### I/O pins on the die edge, run 1

Pins as bars across the die edge, other pins in grey.
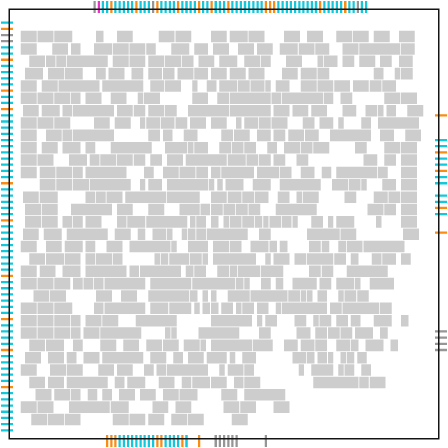
### Cell classes on the final placement, run 1

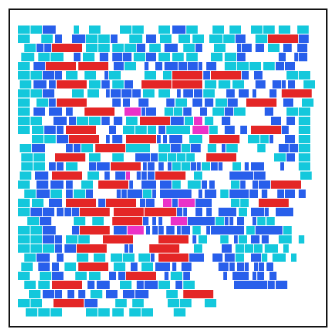
### Clock distribution, run 1

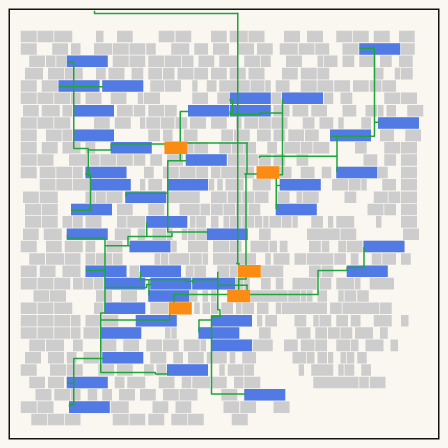
[src/rtl/vc_rr_src_mux.sv]
// vc_rr_src_mux: round-robin merge of p_nreqs val/rdy sources into one sink.
// Optional clocked checks when VC_RR_SRC_MUX_ASSERT_EN is defined.
//
// Ports:
//   clk, reset_n          clock, async active-low reset
//   in_val/in_rdy/in_msg  per-requester handshake, payload i at [i*W +: W]
//   in_done               per-source done flags
//   out_val/out_rdy       registered sink handshake
//   out_msg               {winner id, payload}, registered
//   all_done              all sources done and output stage empty
module vc_rr_src_mux #(
   parameter  int p_nreqs     = 4,
   parameter  int p_msg_nbits = 32,
   parameter  int p_max_burst = 4,
   localparam int c_id_nbits  = $clog2(p_nreqs)
) (
   input  logic                              clk,
   input  logic                              reset_n,
   input  logic [p_nreqs-1:0]                in_val,
   output logic [p_nreqs-1:0]                in_rdy,
   input  logic [p_nreqs*p_msg_nbits-1:0]    in_msg,
   input  logic [p_nreqs-1:0]                in_done,
   output logic                              out_val,
   input  logic                              out_rdy,
   output logic [c_id_nbits+p_msg_nbits-1:0] out_msg,
   output logic                              all_done
);

   localparam int c_bc_nbits = $clog2(p_max_burst + 1);

   typedef enum logic {ARB, LOCK} state_t;

   state_t                  state;
   state_t                  state_nx;
   logic [c_id_nbits-1:0]   ptr;
   logic [c_id_nbits-1:0]   ptr_nx;
   logic [c_id_nbits-1:0]   owner;
   logic [c_id_nbits-1:0]   owner_nx;
   logic [c_bc_nbits-1:0]   burst_cnt;
   logic [c_bc_nbits-1:0]   burst_nx;
   logic [c_id_nbits-1:0]   grant;
   logic [c_id_nbits-1:0]   cand;
   logic [p_msg_nbits-1:0]  sel_msg;
   logic                    grant_valid;
   logic                    can_accept;
   logic                    fire_in;
   logic                    out_fire;
   logic                    live;
   int                      idx;

   function automatic logic [c_id_nbits-1:0] next_id(
      input logic [c_id_nbits-1:0] id
   );
      if (id == c_id_nbits'(p_nreqs - 1)) return '0;
      return id + c_id_nbits'(1);
   endfunction

   // Scan requesters starting at ptr, wrapping modulo p_nreqs.
   always_comb begin
      grant       = owner;
      grant_valid = 1'b0;
      cand        = '0;
      idx         = 0;
      if (state == LOCK) begin
         grant_valid = in_val[owner];
      end else begin
         for (int k = 0; k < p_nreqs; k++) begin
            idx = int'(ptr) + k;
            if (idx >= p_nreqs) idx = idx - p_nreqs;
            cand = c_id_nbits'(idx);
            if (!grant_valid && in_val[cand]) begin
               grant       = cand;
               grant_valid = 1'b1;
            end
         end
      end
   end

   // live holds off the first edge after reset release.
   assign can_accept = live && (!out_val || out_rdy);
   assign fire_in    = grant_valid && can_accept;
   assign out_fire   = out_val && out_rdy;

   always_comb begin
      in_rdy  = '0;
      sel_msg = '0;
      for (int i = 0; i < p_nreqs; i++) begin
         in_rdy[i] = fire_in && (grant == c_id_nbits'(i));
         if (grant == c_id_nbits'(i))
            sel_msg = in_msg[i*p_msg_nbits +: p_msg_nbits];
      end
   end

   // Arbitration state only moves when the output can take a message.
   always_comb begin
      state_nx = state;
      ptr_nx   = ptr;
      owner_nx = owner;
      burst_nx = burst_cnt;
      if (can_accept) begin
         unique case (state)
            ARB: begin
               if (fire_in) begin
                  owner_nx = grant;
                  burst_nx = c_bc_nbits'(1);
                  if (p_max_burst == 1) ptr_nx = next_id(grant);
                  else                  state_nx = LOCK;
               end
            end
            LOCK: begin
               if (!in_val[owner]) begin
                  ptr_nx   = next_id(owner);
                  state_nx = ARB;
               end else begin
                  burst_nx = burst_cnt + c_bc_nbits'(1);
                  if (burst_cnt == c_bc_nbits'(p_max_burst - 1)) begin
                     ptr_nx   = next_id(owner);
                     state_nx = ARB;
                  end
               end
            end
            default: state_nx = ARB;
         endcase
      end
   end

   always_ff @(posedge clk or negedge reset_n) begin
      if (!reset_n) begin
         state     <= ARB;
         ptr       <= '0;
         owner     <= '0;
         burst_cnt <= '0;
      end else begin
         state     <= state_nx;
         ptr       <= ptr_nx;
         owner     <= owner_nx;
         burst_cnt <= burst_nx;
      end
   end

   always_ff @(posedge clk or negedge reset_n) begin
      if (!reset_n) begin
         live     <= 1'b0;
         out_val  <= 1'b0;
         out_msg  <= '0;
         all_done <= 1'b0;
      end else begin
         live <= 1'b1;
         if (fire_in) begin
            out_val <= 1'b1;
            out_msg <= {grant, sel_msg};
         end else if (out_fire) begin
            out_val <= 1'b0;
         end
         all_done <= live && (&in_done) && !out_val && !fire_in;
      end
   end

`ifdef VC_RR_SRC_MUX_ASSERT_EN
   logic                              chk_stall;
   logic [c_id_nbits+p_msg_nbits-1:0] chk_msg;

   always @(posedge clk) begin
      if (reset_n) begin
         if (!$onehot0(in_rdy)) begin
            $display("vc_rr_src_mux error: in_rdy not onehot0");
            $finish;
         end
         if ($isunknown(in_val) || $isunknown(out_rdy)) begin
            $display("vc_rr_src_mux error: X on in_val/out_rdy");
            $finish;
         end
         if (chk_stall && (out_msg != chk_msg)) begin
            $display("vc_rr_src_mux error: out_msg changed in stall");
            $finish;
         end
         if (int'(burst_cnt) > p_max_burst) begin
            $display("vc_rr_src_mux error: burst_cnt overflow");
            $finish;
         end
      end
      chk_stall <= reset_n && out_val && !out_rdy;
      chk_msg   <= out_msg;
   end
`else
   // No checking logic in this build.
`endif

endmodule

[config.mk]
export PLATFORM = sky130hd
export DESIGN_NAME = vc_rr_src_mux
export DESIGN_NICKNAME = d
export VERILOG_FILES = /design/src/rtl/vc_rr_src_mux.sv
export SDC_FILE = /design/constraint.sdc
export NUM_CORES = 1
export LEC_CHECK = 0
export ABC_CLOCK_PERIOD_IN_PS = 3200
export CAP_MARGIN = 10
export CORE_MARGIN = 2
export CORE_UTILIZATION = 39
export DETAILED_ROUTE_END_ITERATION = 7
export PLACE_DENSITY = 0.78
export SYNTH_ARGS = -nofsm -noshare
export SYNTH_HDL_FRONTEND = slang
export SYNTH_SLANG_ARGS = --single-unit
[constraint.sdc]
create_clock -name clk -period 3.2 [get_ports clk]
set_clock_uncertainty 0.1 [all_clocks]
set_input_delay 0.64 -clock clk [delete_from_list [all_inputs] [get_ports clk]]
set_output_delay 0.64 -clock clk [all_outputs]
set_load 0.03 [all_outputs]
==> impl_metrics.env, run 1 <==
# physical design summary
export IMPL_max_stage_delay_ns=0.50
export IMPL_syn2layout_area_growth_pct=74.2
export IMPL_cp_depth=9
export IMPL_flop_area_um2=1130
export IMPL_met3_length_um=888
export IMPL_r2r_cells=12
export IMPL_worstReg2RegEnd="out_msg[2]"
export IMPL_xor_area_share_pct=0
export IMPL_reg_top3="out_msg: 34 flops, burst_cnt: 3 flops"
export IMPL_largest_reg_flops=34
export IMPL_min_from="out_val"
export IMPL_edf_count=0
export IMPL_seq_share_pct=20.4
export IMPL_grt_use_met1_pct=30.8
export IMPL_relSlewSlack_pct=31.4
export IMPL_logic_area_um2=2000
export IMPL_status="finished clean"
export IMPL_crit_path_end_kind="primary output"
export IMPL_cts_hold_buf=0
export IMPL_cap_violations=0
export IMPL_clock_buffers=6
export IMPL_dr_total_vias=3591
export IMPL_grtUsageMet2_pct=46.0
export IMPL_hold_end="all_done"
export IMPL_cts_resized=29
export IMPL_ys_ff=45
export IMPL_ant_nets=0
export IMPL_buffers_excl_clock=226
export IMPL_avgSynthCellArea_um2=9.34
export IMPL_setup_ws_ns=0.161
export IMPL_whs_path_depth=1
export IMPL_core_um2=7810
export IMPL_hold_slack_ns=0.374
export IMPL_post_route_cell_area_um2=5530
export IMPL_aoi_share_pct=23.5
export IMPL_simple_gate_area_share_pct=20.0
export IMPL_hold_path_class="reg2reg"
export IMPL_layout_top_cells="169 x clkdlybuf4s50_1, 44 x dfrtp_1, 41 x buf_4, 29 x nand2_1"
export IMPL_p_sw_share_pct=47.6
export IMPL_path_buffers=5
export IMPL_start_kind="primary input"
export IMPL_power_mw=5.03
export IMPL_clkCellAreaFrac_pct=1.58
export IMPL_drc=0
export IMPL_ys_types=49
export IMPL_wire_per_inst_um=18.0
export IMPL_dp_cells=631
export IMPL_final_core_util_pct=70.9
export IMPL_ff_type="dfrtp_1"
Back to the opening pictures, 'I/O pins on the die edge':
out_msg: marked orange, pins 34, direction output, edge 12 top, 10 left, 7 bottom, 5 right. reset_n: marked magenta, pins 1, direction input, edge top. in_msg: marked cyan, pins 128, direction input, edge 55 left, 50 top, 14 bottom, 9 right.
All pins by edge: 67 left, 66 top, 28 bottom, 18 right.
chip width: 94.3 um
Die Height: 94.3 um
input/output buffers: 178

Back to the opening pictures, 'Cell classes on the final placement':
sequential cells: marked red, cells 45. remaining buffers and delay cells: marked cyan, cells 226. clock drivers and dummy loads: marked magenta, cells 8. combinational and other logic: marked blue, cells 263.

Back to the opening pictures, 'Clock distribution':
clock drivers: marked orange, count 5. clock wires: marked green, length 638 um. flip-flops: marked blue, count 45.
There are 6 routed clock nets.

[run 1: cell usage after synthesis (all sizes together), types with 2 or more instances]
master | number | area share (%)
mux2 | 18 | 6.4
or2 | 2 | 0.39
nand3b | 28 | 6.6
a21oi | 4 | 0.63
dfrtp | 45 | 35
inv | 8 | 0.95
nor2 | 15 | 2.0
nor2b | 2 | 0.39
nor3 | 4 | 0.63
o32ai | 3 | 0.83
ha | 3 | 1.2
a221oi | 2 | 1.1
mux2i | 18 | 5.7
o22ai | 18 | 3.5
o2111ai | 28 | 7.7
nand2b | 22 | 4.3
mux4 | 2 | 1.4
nand2 | 30 | 3.5
buf | 28 | 4.8
a31oi | 21 | 4.1
clkbuf | 4 | 0.47
o21ai | 12 | 2.0
a211oi | 3 | 0.87
### Routing congestion map, run 1

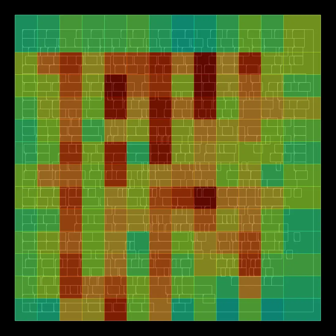

==> inputs of run 2 (changes only) <==
--- a/config.mk
+++ b/config.mk
@@ -7,10 +7,12 @@
 export LEC_CHECK = 0
 export ABC_CLOCK_PERIOD_IN_PS = 3200
 export CAP_MARGIN = 10
+export CELL_PAD_IN_SITES_DETAIL_PLACEMENT = 1
+export CELL_PAD_IN_SITES_GLOBAL_PLACEMENT = 1
 export CORE_MARGIN = 2
-export CORE_UTILIZATION = 39
+export CORE_UTILIZATION = 28
 export DETAILED_ROUTE_END_ITERATION = 7
-export PLACE_DENSITY = 0.78
+export PLACE_DENSITY = 0.79
 export SYNTH_ARGS = -nofsm -noshare
 export SYNTH_HDL_FRONTEND = slang
 export SYNTH_SLANG_ARGS = --single-unit
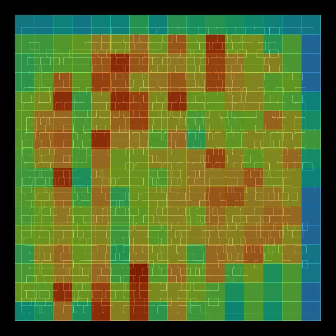
*Routing congestion map, run 2*
Total GRT Usage: 21.9%
met3 Usage GRT: 4.99%
GR Util met1: 25.0%
final core utilization: 51.8%

==> run 2 against run 1 <==
Against the previous run: sequential power hardly changed; critical path type unchanged; synthesized area stayed put; power grew 4.3%; wire length increased by 16%; design area up 2.3%; critical endpoint unchanged.
==> impl_metrics.env, run 2 <==
# physical design summary
export IMPL_netlist_top_cell_by_area="dfrtp_1"
export IMPL_status="finished clean"
export IMPL_core_um2=10900
export IMPL_top_area_share_pct=35.4
export IMPL_wire_per_inst_um=19.8
export IMPL_hold_slack_ns=0.375
export IMPL_cts_hold_buf=0
export IMPL_dp_cells=671
export IMPL_post_route_cell_area_um2=5660
export IMPL_ys_ff=45
export IMPL_layout_top_cells="169 x clkdlybuf4s50_1, 45 x dfrtp_1, 44 x buf_4, 29 x nand2_1"
export IMPL_met3_length_um=748
export IMPL_avgSynthCellArea_um2=9.34
export IMPL_relSlewSlack_pct=29.9
export IMPL_top_cells_by_count="45 x dfrtp_1, 30 x nand2_1, 28 x nand3b_1, 28 x o2111ai_1, 22 x nand2b_1"
export IMPL_whs_path_depth=1
export IMPL_port_buffers=178
export IMPL_hold_end="all_done"
export IMPL_r2r_cells=10
export IMPL_die_x_um=111
run 2: cell counts after synthesis:
No cell type changed its count.
run 2: repair_timing:
item / CTS / global route
resized: 32 / 16
pin swaps: 5 / 5
endpoints found under the setup margin: 15 / 5
buffers inserted: 4 / 0
gates cloned: 0 / 0
run 2: final cells by class:
type	count	area, um2	area share (%)
clock buffers	8	136	2.41
inverters	8	30.0	0.531
multi-input cells	255	2030	35.8
flip-flops and latches	45	1130	19.9
well taps	140	175	3.09
repair buffers	226	2160	38.2
run 2: logic make-up after synthesis:
| logic type | share of synthesized area (%) |
|---|---|
| buf+inv | 6.26 |
| fa+ha+maj | 1.18 |
| simple gates | 20.0 |
| other cells | 0.118 |
| compound gates | 23.5 |
| flops | 35.4 |
| mux | 13.5 |
### I/O pins on the die edge, run 2

Pins as bars across the die edge, other pins in grey.
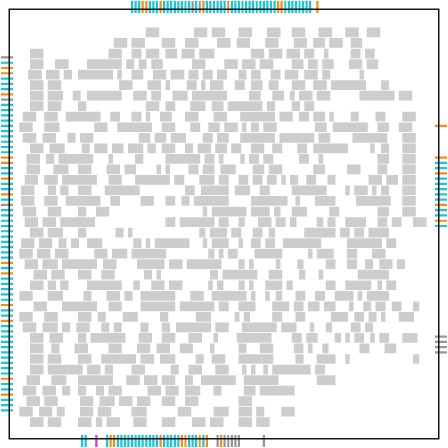

==> inputs of run 3 (changes only) <==
--- a/config.mk
+++ b/config.mk
@@ -5,12 +5,13 @@
 export SDC_FILE = /design/constraint.sdc
 export NUM_CORES = 1
 export LEC_CHECK = 0
+export ABC_AREA = 1
 export ABC_CLOCK_PERIOD_IN_PS = 3200
 export CAP_MARGIN = 10
 export CELL_PAD_IN_SITES_DETAIL_PLACEMENT = 1
 export CELL_PAD_IN_SITES_GLOBAL_PLACEMENT = 1
 export CORE_MARGIN = 2
-export CORE_UTILIZATION = 28
+export CORE_UTILIZATION = 26
 export DETAILED_ROUTE_END_ITERATION = 7
 export PLACE_DENSITY = 0.79
 export SYNTH_ARGS = -nofsm -noshare
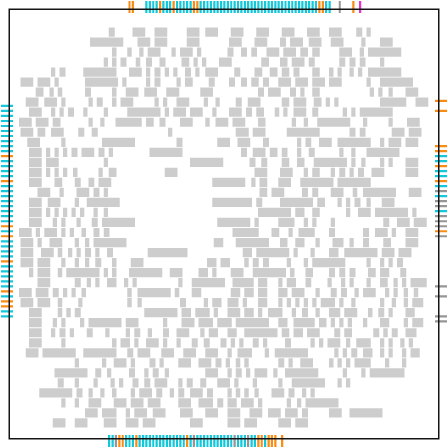
*I/O pins on the die edge, run 3*
Pins as bars across the die edge, other pins in grey.
in_msg: marked cyan, pins 128, direction input, edge 49 top, 37 bottom, 35 left, 7 right. reset_n: marked magenta, pins 1, direction input, edge top. out_msg: marked orange, pins 34, direction output, edge 10 bottom, 9 top, 8 left, 7 right.
Die Height: 116 um
chip width: 116 um

==> run 3 against run 2 <==
Against the previous run: final cell count rose by 29%; fmax rose by 1.0%; core utilization fell by 5.3 points; flip-flop count did not move; wire length rose by 1.3%; sequential power fell by 4%; via count rose by 14%; power rose by 20%; clock-buffer cell count fell by 3; critical path depth rose by 5; critical endpoint unchanged.
==> impl_metrics.env, run 3 <==
# physical design summary
export IMPL_status="finished clean"
export IMPL_ant_nets=0
export IMPL_grtUsageMet2_pct=35.9
export IMPL_netlist_top_cell_by_area="dfrtp_1"
export IMPL_layout_top_cells="169 x clkdlybuf4s50_1, 162 x nand2_1, 75 x nand3_1, 71 x nor2_1, 44 x dfrtp_1"
export IMPL_avgSynthCellArea_um2=6.24
export IMPL_top_cells_by_count="167 x nand2_1, 79 x nand3_1, 73 x nor2_1"
export IMPL_flop_count=45
export IMPL_nNonClkInverters=41
export IMPL_nWellTaps=168
export IMPL_power_mw=6.28
export IMPL_buf_share_pct=36.1
export IMPL_simple_gate_area_share_pct=48.1
export IMPL_aoi_share_pct=7.04
export IMPL_logic_area_um2=1930
export IMPL_cts_hold_buf=0
export IMPL_synthTopLogicFamily="simple AND/OR/NAND/NOR gates"
export IMPL_wire_per_inst_um=15.6
export IMPL_p_sw_share_pct=51.9
export IMPL_reg_top3="out_msg: 34 flops, burst_cnt: 3 flops"
export IMPL_top_cell="nand2_1"
export IMPL_syn2layout_area_growth_pct=72.8
export IMPL_core_um2=12200
export IMPL_setup_ws_ns=0.104
export IMPL_dp_cells=862
export IMPL_largest_class="buffers"
export IMPL_post_route_cell_area_um2=5650
export IMPL_largest_reg_flops=34
export IMPL_clkCellAreaFrac_pct=3.43
export IMPL_synthMuxAreaShare_pct=0
export IMPL_use_met3_pct=3.53
==> run 3: final timing paths <==
| path | end | slack [ns] | cells past startpoint |
|---|---|---|---|
| setup / recovery | in_rdy[3] | 0.10 | 13 |
| hold / removal | out_msg[4] | 0.14 | 1 |
| setup reg to reg | out_msg[10] | 0.32 | 18 |
| hold reg to reg | burst_cnt[1] | 0.40 | 2 |
| max in group asynchronous | out_msg[26] | 2.35 | 2 |
| min in group clk | burst_cnt[1] | 0.40 | 2 |
==> run 3: timing repair <==
action | CTS | global route
endpoints found under the setup margin | 4 | 16
gates cloned | 0 | 0
pin swaps | 8 | 5
gates resized | 23 | 9
setup buffers | 3 | 4

==> layout pictures side by side <==
Routed metal, one colour a layer.
Only two layers are drawn.
picture 1
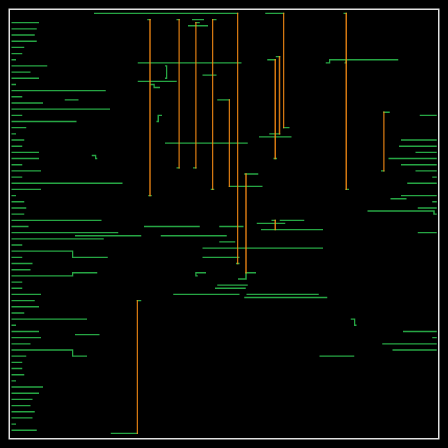
picture 2
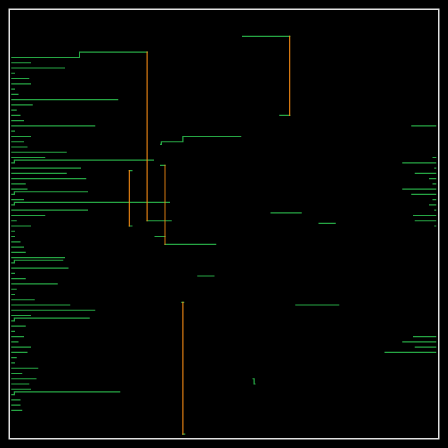
picture 3
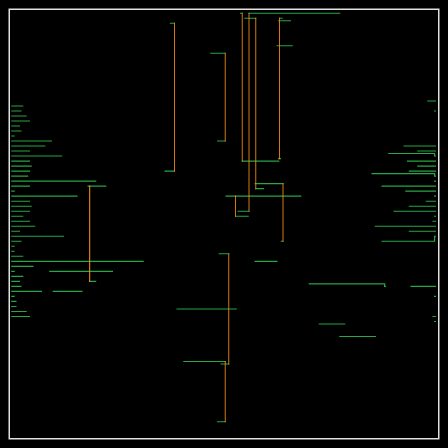
picture 1 -> run 1
picture 3 -> run 3
picture 2 -> run 2
Of these, least wire: picture 1

No activity file was given, so power comes from the tool's default toggle rates.
